**src/rtl/matrix_sequencer.sv**
```systemverilog
// Byte-command matrix sequencer: loads 64-bit frames from the Pi bus and plays them onto output_pin.
// Optional build macro MATRIX_SEQ_TIMEOUT_EN adds a 2^20-cycle mid-packet idle abort.
module matrix_sequencer #(
  parameter int NUM_FRAMES = 4,
  parameter int DWELL_W    = 16
) (
  input  logic        clk_100mhz,
  input  logic        rst,
  input  logic [7:0]  RPI_IO,
  input  logic        write_strobe,
  output logic [63:0] output_pin,
  output logic        busy,
  output logic [1:0]  LED
);

  localparam int IDX_W = (NUM_FRAMES > 1) ? $clog2(NUM_FRAMES) : 1;
  localparam logic [6:0]         NUM_FRAMES_C = 7'(NUM_FRAMES);
  localparam logic [IDX_W-1:0]   IDX_ZERO     = IDX_W'(0);
  localparam logic [IDX_W-1:0]   IDX_ONE      = IDX_W'(1);
  localparam logic [DWELL_W-1:0] DWELL_ZERO   = DWELL_W'(0);
  localparam logic [DWELL_W-1:0] DWELL_ONE    = DWELL_W'(1);

  localparam logic [1:0] OP_LOAD  = 2'b00;
  localparam logic [1:0] OP_DWELL = 2'b01;
  localparam logic [1:0] OP_RUN   = 2'b10;
  localparam logic [1:0] OP_STOP  = 2'b11;

  typedef enum logic [1:0] {
    ST_CMD       = 2'd0,
    ST_LOADDATA  = 2'd1,
    ST_DWELLDATA = 2'd2
  } state_t;

  state_t state_r, state_nxt_s;

  logic       strobe_meta_r, strobe_sync_r, strobe_prev_r;
  logic [7:0] data_meta_r, data_sync_r;
  logic       accept_s;
  logic [7:0] byte_s;
  logic       arg_ok_s;

  logic             load_start_s, load_byte_s, load_wr_s;
  logic             dwell_start_s, dwell_hi_wr_s, dwell_commit_s;
  logic             run_start_s, stop_s, err_set_s;
  logic [IDX_W-1:0] load_idx_r;
  logic             load_ok_r;
  logic [2:0]       load_cnt_r;
  logic             dwell_cnt_r;
  logic [7:0]       dwell_hi_r;
  logic [DWELL_W-1:0] dwell_r, hold_cnt_r, reload_s;

  logic [63:0]      frame_r [NUM_FRAMES];
  logic [63:0]      out_r;
  logic             run_r, err_r, busy_r;
  logic [IDX_W-1:0] cur_r, last_r, cur_nxt_s;
  logic             timeout_s;

  // Two-flop synchronizers for the Pi bus, plus strobe history for falling-edge detect
  always_ff @(posedge clk_100mhz) begin
    if (rst) begin
      strobe_meta_r <= 1'b0;
      strobe_sync_r <= 1'b0;
      strobe_prev_r <= 1'b0;
      data_meta_r   <= 8'd0;
      data_sync_r   <= 8'd0;
    end else begin
      strobe_meta_r <= write_strobe;
      strobe_sync_r <= strobe_meta_r;
      strobe_prev_r <= strobe_sync_r;
      data_meta_r   <= RPI_IO;
      data_sync_r   <= data_meta_r;
    end
  end

  assign accept_s = strobe_prev_r & ~strobe_sync_r;
  assign byte_s   = data_sync_r;
  assign arg_ok_s = ({1'b0, byte_s[5:0]} < NUM_FRAMES_C);

`ifdef MATRIX_SEQ_TIMEOUT_EN
  logic [19:0] idle_cnt_r;

  assign timeout_s = (state_r != ST_CMD) && !accept_s && (idle_cnt_r == 20'hF_FFFF);

  // Idle counter for abandoned packets; only counts while a packet is open
  always_ff @(posedge clk_100mhz) begin
    if (rst) begin
      idle_cnt_r <= 20'd0;
    end else if (accept_s || (state_r == ST_CMD) || timeout_s) begin
      idle_cnt_r <= 20'd0;
    end else begin
      idle_cnt_r <= idle_cnt_r + 20'd1;
    end
  end
`else
  assign timeout_s = 1'b0;
`endif

  // Parser state register
  always_ff @(posedge clk_100mhz) begin
    if (rst) begin
      state_r <= ST_CMD;
    end else begin
      state_r <= state_nxt_s;
    end
  end

  // Parser next-state and per-byte action strobes
  always_comb begin
    state_nxt_s    = state_r;
    load_start_s   = 1'b0;
    load_byte_s    = 1'b0;
    load_wr_s      = 1'b0;
    dwell_start_s  = 1'b0;
    dwell_hi_wr_s  = 1'b0;
    dwell_commit_s = 1'b0;
    run_start_s    = 1'b0;
    stop_s         = 1'b0;
    err_set_s      = 1'b0;
    case (state_r)
      ST_CMD: begin
        if (accept_s) begin
          case (byte_s[7:6])
            OP_LOAD: begin
              state_nxt_s  = ST_LOADDATA;
              load_start_s = 1'b1;
              err_set_s    = ~arg_ok_s;
            end
            OP_DWELL: begin
              state_nxt_s   = ST_DWELLDATA;
              dwell_start_s = 1'b1;
            end
            OP_RUN: begin
              run_start_s = arg_ok_s;
              err_set_s   = ~arg_ok_s;
            end
            OP_STOP: begin
              stop_s = 1'b1;
            end
            default: begin
              state_nxt_s = ST_CMD;
            end
          endcase
        end else begin
          state_nxt_s = ST_CMD;
        end
      end
      ST_LOADDATA: begin
        if (accept_s) begin
          load_byte_s = 1'b1;
          load_wr_s   = load_ok_r;
          if (load_cnt_r == 3'd7) begin
            state_nxt_s = ST_CMD;
          end else begin
            state_nxt_s = ST_LOADDATA;
          end
        end else if (timeout_s) begin
          state_nxt_s = ST_CMD;
          err_set_s   = 1'b1;
        end else begin
          state_nxt_s = ST_LOADDATA;
        end
      end
      ST_DWELLDATA: begin
        if (accept_s) begin
          if (dwell_cnt_r == 1'b0) begin
            dwell_hi_wr_s = 1'b1;
            state_nxt_s   = ST_DWELLDATA;
          end else begin
            dwell_commit_s = 1'b1;
            state_nxt_s    = ST_CMD;
          end
        end else if (timeout_s) begin
          // Partial dwell is dropped simply by never committing it
          state_nxt_s = ST_CMD;
          err_set_s   = 1'b1;
        end else begin
          state_nxt_s = ST_DWELLDATA;
        end
      end
      default: begin
        state_nxt_s = ST_CMD;
      end
    endcase
  end

  // Packet bookkeeping: target frame, byte lane counter, dwell high byte, dwell value
  always_ff @(posedge clk_100mhz) begin
    if (rst) begin
      load_idx_r  <= IDX_ZERO;
      load_ok_r   <= 1'b0;
      load_cnt_r  <= 3'd0;
      dwell_cnt_r <= 1'b0;
      dwell_hi_r  <= 8'd0;
      dwell_r     <= DWELL_ONE;
    end else begin
      if (load_start_s) begin
        load_idx_r <= byte_s[IDX_W-1:0];
        load_ok_r  <= arg_ok_s;
        load_cnt_r <= 3'd0;
      end else if (load_byte_s) begin
        load_cnt_r <= load_cnt_r + 3'd1;
      end
      if (dwell_start_s) begin
        dwell_cnt_r <= 1'b0;
      end else if (dwell_hi_wr_s) begin
        dwell_hi_r  <= byte_s;
        dwell_cnt_r <= 1'b1;
      end
      if (dwell_commit_s) begin
        dwell_r <= DWELL_W'({dwell_hi_r, byte_s});
      end
    end
  end

  // Frame bank: each LOAD data byte fills one 8-bit lane
  always_ff @(posedge clk_100mhz) begin
    if (rst) begin
      for (int f = 0; f < NUM_FRAMES; f++) begin
        frame_r[f] <= 64'd0;
      end
    end else if (load_wr_s) begin
      frame_r[load_idx_r][{load_cnt_r, 3'b000} +: 8] <= byte_s;
    end
  end

  // A stored dwell of 0 behaves as 1 cycle per frame
  assign reload_s  = (dwell_r == DWELL_ZERO) ? DWELL_ZERO : (dwell_r - DWELL_ONE);
  assign cur_nxt_s = (cur_r == last_r) ? IDX_ZERO : (cur_r + IDX_ONE);

  // Playback engine; output_pin samples the frame bank before any same-cycle write
  always_ff @(posedge clk_100mhz) begin
    if (rst) begin
      run_r      <= 1'b0;
      cur_r      <= IDX_ZERO;
      last_r     <= IDX_ZERO;
      hold_cnt_r <= DWELL_ZERO;
      out_r      <= 64'd0;
    end else if (run_start_s) begin
      run_r      <= 1'b1;
      cur_r      <= IDX_ZERO;
      last_r     <= byte_s[IDX_W-1:0];
      hold_cnt_r <= reload_s;
      out_r      <= frame_r[0];
    end else if (stop_s) begin
      run_r <= 1'b0;
      out_r <= 64'd0;
    end else if (run_r) begin
      if (hold_cnt_r == DWELL_ZERO) begin
        cur_r      <= cur_nxt_s;
        out_r      <= frame_r[cur_nxt_s];
        hold_cnt_r <= reload_s;
      end else begin
        hold_cnt_r <= hold_cnt_r - DWELL_ONE;
      end
    end
  end

  // Sticky error flag and registered busy indicator
  always_ff @(posedge clk_100mhz) begin
    if (rst) begin
      err_r  <= 1'b0;
      busy_r <= 1'b0;
    end else begin
      err_r  <= err_r | err_set_s;
      busy_r <= (state_nxt_s != ST_CMD);
    end
  end

  assign output_pin = out_r;
  assign busy       = busy_r;
  assign LED        = {err_r, run_r};

endmodule

```
**config.mk**
```make
export PLATFORM = sky130hd
export DESIGN_NAME = matrix_sequencer
export DESIGN_NICKNAME = d
export VERILOG_FILES = /design/src/rtl/matrix_sequencer.sv
export SDC_FILE = /design/constraint.sdc
export NUM_CORES = 1
export LEC_CHECK = 0
export ABC_CLOCK_PERIOD_IN_PS = 10500
export CORE_ASPECT_RATIO = 0.9
export CORE_MARGIN = 5
export CORE_UTILIZATION = 30
export DETAILED_ROUTE_END_ITERATION = 10
export SYNTH_ARGS = -nofsm -noshare
export SYNTH_HDL_FRONTEND = slang
export SYNTH_SLANG_ARGS = --single-unit
```
**constraint.sdc**
```tcl
create_clock -name clk_100mhz -period 10.5 [get_ports clk_100mhz]
set_input_delay 3.15 -clock clk_100mhz [delete_from_list [all_inputs] [get_ports clk_100mhz]]
set_output_delay 3.15 -clock clk_100mhz [all_outputs]
set_load 0.02 [all_outputs]
```
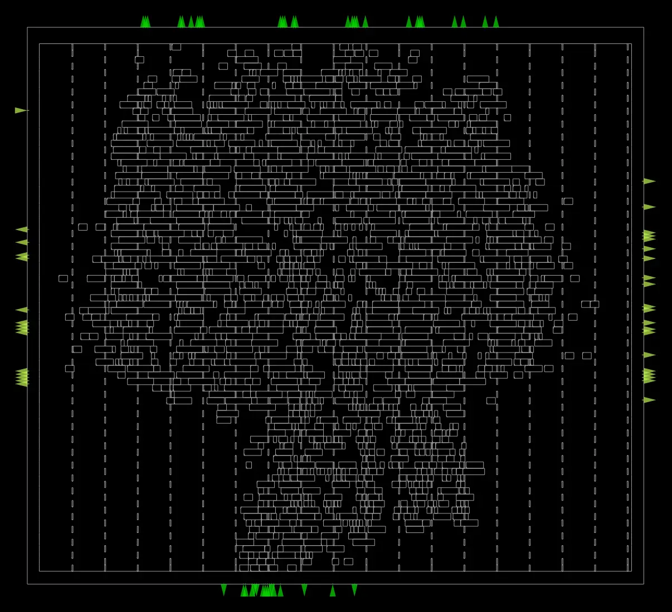
Figure 1: run 1, cell placement.
fin util: 35.13%
core area: 55810 sq um
Layout Cells excl Fill: 2307
n_taps: 756

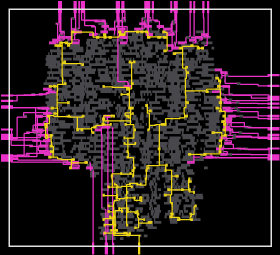
Figure 2: run 1, wires at chosen ports, followed through buffers.
Scale: 1 px per um.
| color | port | direction | edge | end cells | buffers | wire |
|---|---|---|---|---|---|---|
| yellow | `rst` | input | bottom | 171 | 2 | 1820 um |
| magenta | `output_pin` | output | 27 top, 19 right, 14 left, 4 bottom | 64 | 64 | 3360 um |

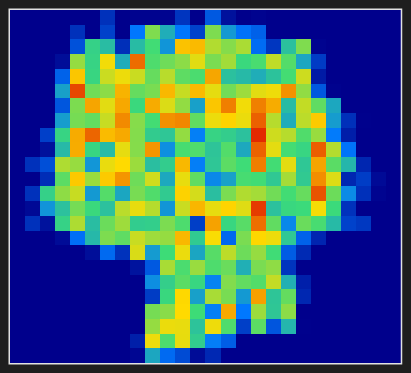
Figure 3: run 1, cell density map.
Scale: 1.5 px per um. The die is cut into 26 by 24 equal tiles; dark blue is low, red is high, 0 to 100% covered.
emptiest ninth of the die: bottom left
nearly empty tiles: 40%
fullest tile: 95%
mean over tiles: 30%
tiles over 75% full: 8.5%
Starting Density: 30.35%

==> run notes, run 1 <==
run results: Tool Warnings 32, Seq area share 53.40%, P_sw 0.0007026 W, CP max-delay cell nor4_1, Seq pwr share 53.1%, busiest grt layer met2, Non-Clock Buffer Count 94, CTS Hold Bufs 0, layout cells sized above 1 7.995%, RD Place Congestion 0.8665, status finished, final reports clean, Max Clk Rate 170.3 MHz, Ports 78, delay of the slowest critical-path stage 0.97 ns, top sig layer met4, crit share post-route 55.92%, endpoints failing hold 0, Gate Area 5934 sq um, Crit path max-delay family simple AND/OR/NAND/NOR gates, Worst Setup SP rst
Figure 4. Metal 1 (run 1).
Scale: 2 px per um. Supply wires on this layer in gray.
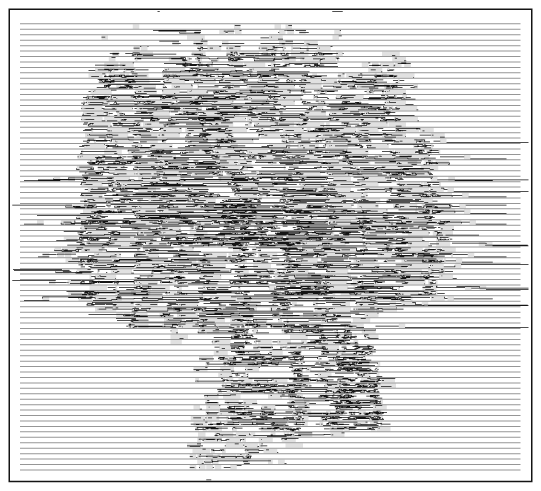

==> run 1 -> run 2 <==
--- a/config.mk
+++ b/config.mk
@@ -5,7 +5,7 @@
 export SDC_FILE = /design/constraint.sdc
 export NUM_CORES = 1
 export LEC_CHECK = 0
-export ABC_CLOCK_PERIOD_IN_PS = 10500
+export ABC_CLOCK_PERIOD_IN_PS = 5400
 export CORE_ASPECT_RATIO = 0.9
 export CORE_MARGIN = 5
 export CORE_UTILIZATION = 30
==> constraint.sdc (replaced) <==
create_clock -name clk_100mhz -period 5.4 [get_ports clk_100mhz]
set_input_delay 1.62 -clock clk_100mhz [delete_from_list [all_inputs] [get_ports clk_100mhz]]
set_output_delay 1.62 -clock clk_100mhz [all_outputs]
set_load 0.02 [all_outputs]
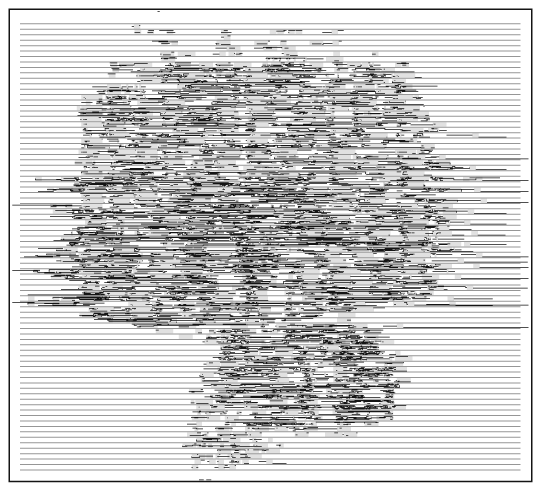
Figure 5: run 2, metal 1.
Scale: 2 px per um. Supply wires on this layer in gray.
nets with wire on the layer: 1514
longest straight run: 62.6 um
wire length on this layer: 21.4 mm
share of all routed wire: 42%
main direction: horizontal

==> run 2 against run 1 <==
Compared with the run above: global-route usage is 0.10 points higher; count of clock-buffer cells in the layout is 4 higher; register-to-register slack worse by 5.0 ns; area after synthesis stayed put; via count is 0.74% higher; critical path type is now flop to flop; critical endpoint is now frame_r[1][17]; largest cell class unchanged.
==> run notes, run 2 <==
run results: status finished, final reports clean, Max Clk Rate 220.6 MHz, busiest grt layer met2, Ports 78 (unchanged), Area Growth Syn to Fin 16.83%, post-layout min period 4.533 ns, CTS Hold Bufs 0 (unchanged), endpoints failing hold 0 (unchanged), clk sink count 395, RD Place Congestion 0.8562 (-1.2%), Synth flops 395, Seq pwr share 52.0% (-1.1 points), RSZ-0062 raised after global routing no, CP max-delay cell or4_1, P_sw 0.001391 W (+98%), met3 routed WL 4.975 mm, count leader, synth nor2_1, Tool Warnings 32 (unchanged), Seq area share 52.91% (-0.49 points), Chip Area 61320 sq um, Max clock buf depth 3, Flop area 10470 sq um, met3 usage 4.901%, Non-Clock Buffer Count 108 (+15%), Rel. slew slack 30.20%, Crit path max-delay family simple AND/OR/NAND/NOR gates, cell count after synthesis 1494, crit share post-route 83.95%, worst path arrival time 4.74 ns, total number of vias 12230, Root Driver clkbuf_16, Commonest Layout Cell nor2_1, layout cells sized above 1 8.882% (+0.89 points), top sig layer met4, multi-input combinational area share 29.97%, Gate Area 5929 sq um (about the same), n_taps 756 (unchanged), Worst Setup SP load_cnt_r[0], Fillers 5558, Pwr top registers, Starting Density 30.35% (unchanged), core area 55810 sq um (unchanged), post-route ant nets 0, fin util 35.45% (+0.32 points), delay of the slowest critical-path stage 0.91 ns (-0.06 ns), NonClk Buf Share 5.122%, Layout Cells excl Fill 2321 (+0.61%)
Figure 6. Cell classes on the final placement (run 2).
Scale: 1.5 px per um.
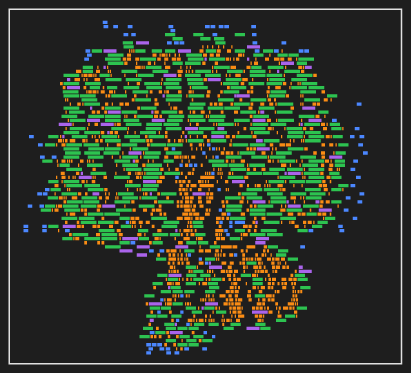

==> run 2 -> run 3 <==
--- a/config.mk
+++ b/config.mk
@@ -5,7 +5,7 @@
 export SDC_FILE = /design/constraint.sdc
 export NUM_CORES = 1
 export LEC_CHECK = 0
-export ABC_CLOCK_PERIOD_IN_PS = 5400
+export ABC_CLOCK_PERIOD_IN_PS = 4350
 export CORE_ASPECT_RATIO = 0.9
 export CORE_MARGIN = 5
 export CORE_UTILIZATION = 30
==> constraint.sdc (replaced) <==
create_clock -name clk_100mhz -period 4.35 [get_ports clk_100mhz]
set_input_delay 1.305 -clock clk_100mhz [delete_from_list [all_inputs] [get_ports clk_100mhz]]
set_output_delay 1.305 -clock clk_100mhz [all_outputs]
set_load 0.02 [all_outputs]
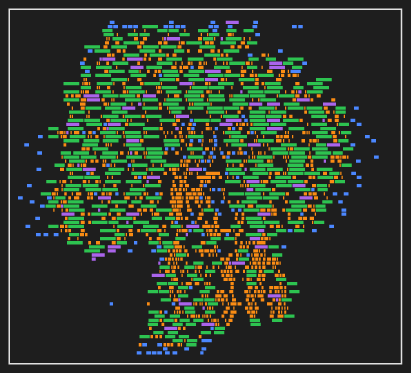
Figure 7: run 3, cell classes on the final placement.
Scale: 1.5 px per um.
| color | class | cells | share of their area |
|---|---|---|---|
| purple | clock drivers and dummy loads | 77 | 7.4% |
| orange | remaining logic cells | 983 | 31% |
| blue | remaining buffers and delay cells | 146 | 6.8% |
| green | registers | 395 | 55% |
Design Area, Final: 20130 sq um
fin util: 36.07%

==> run 3 against run 2 <==
Compared with the run above: final area grew 1.7%; total power is 27% higher; clock power up 29%; sequential power rose by 24%.
==> run notes, run 3 <==
run results: core area 55810 sq um (unchanged), Pwr top registers, clk sink count 395 (unchanged), count leader, synth nor2_1, layout cells sized above 1 11.12% (+2.2 points), busiest grt layer met2, Root Driver clkbuf_16, Max Clk Rate 246.6 MHz (+12%), n_taps 756 (unchanged), RSZ-0062 raised after global routing no, worst path arrival time 4.31 ns (-0.43 ns), CP max-delay cell or4_1, Layout Cells excl Fill 2357 (+1.6%), cell count after synthesis 1494 (unchanged), Worst Setup SP load_cnt_r[0], RD Place Congestion 0.8689 (+1.5%), top sig layer met4, Non-Clock Buffer Count 146 (+35%), post-route ant nets 0 (unchanged), P_sw 0.001734 W (+25%), total number of vias 12470 (+1.9%), post-layout min period 4.056 ns (-0.4777 ns), Tool Warnings 34 (+6.3%), Commonest Layout Cell nor2_1, Area Growth Syn to Fin 18.86%, Chip Area 61320 sq um (unchanged), Fillers 5477 (-1.5%), met3 usage 2.949% (-2.0 points), met3 routed WL 4.075 mm (-18%), status finished, final reports clean, Crit path max-delay family simple AND/OR/NAND/NOR gates, crit share post-route 93.23% (+9.3 points), Synth flops 395 (unchanged), Gate Area 5929 sq um (unchanged), Flop area 10470 sq um (unchanged), Seq pwr share 51.0% (-1.0 points), Starting Density 30.35% (unchanged)
Power and IR drop assume default switching activity.
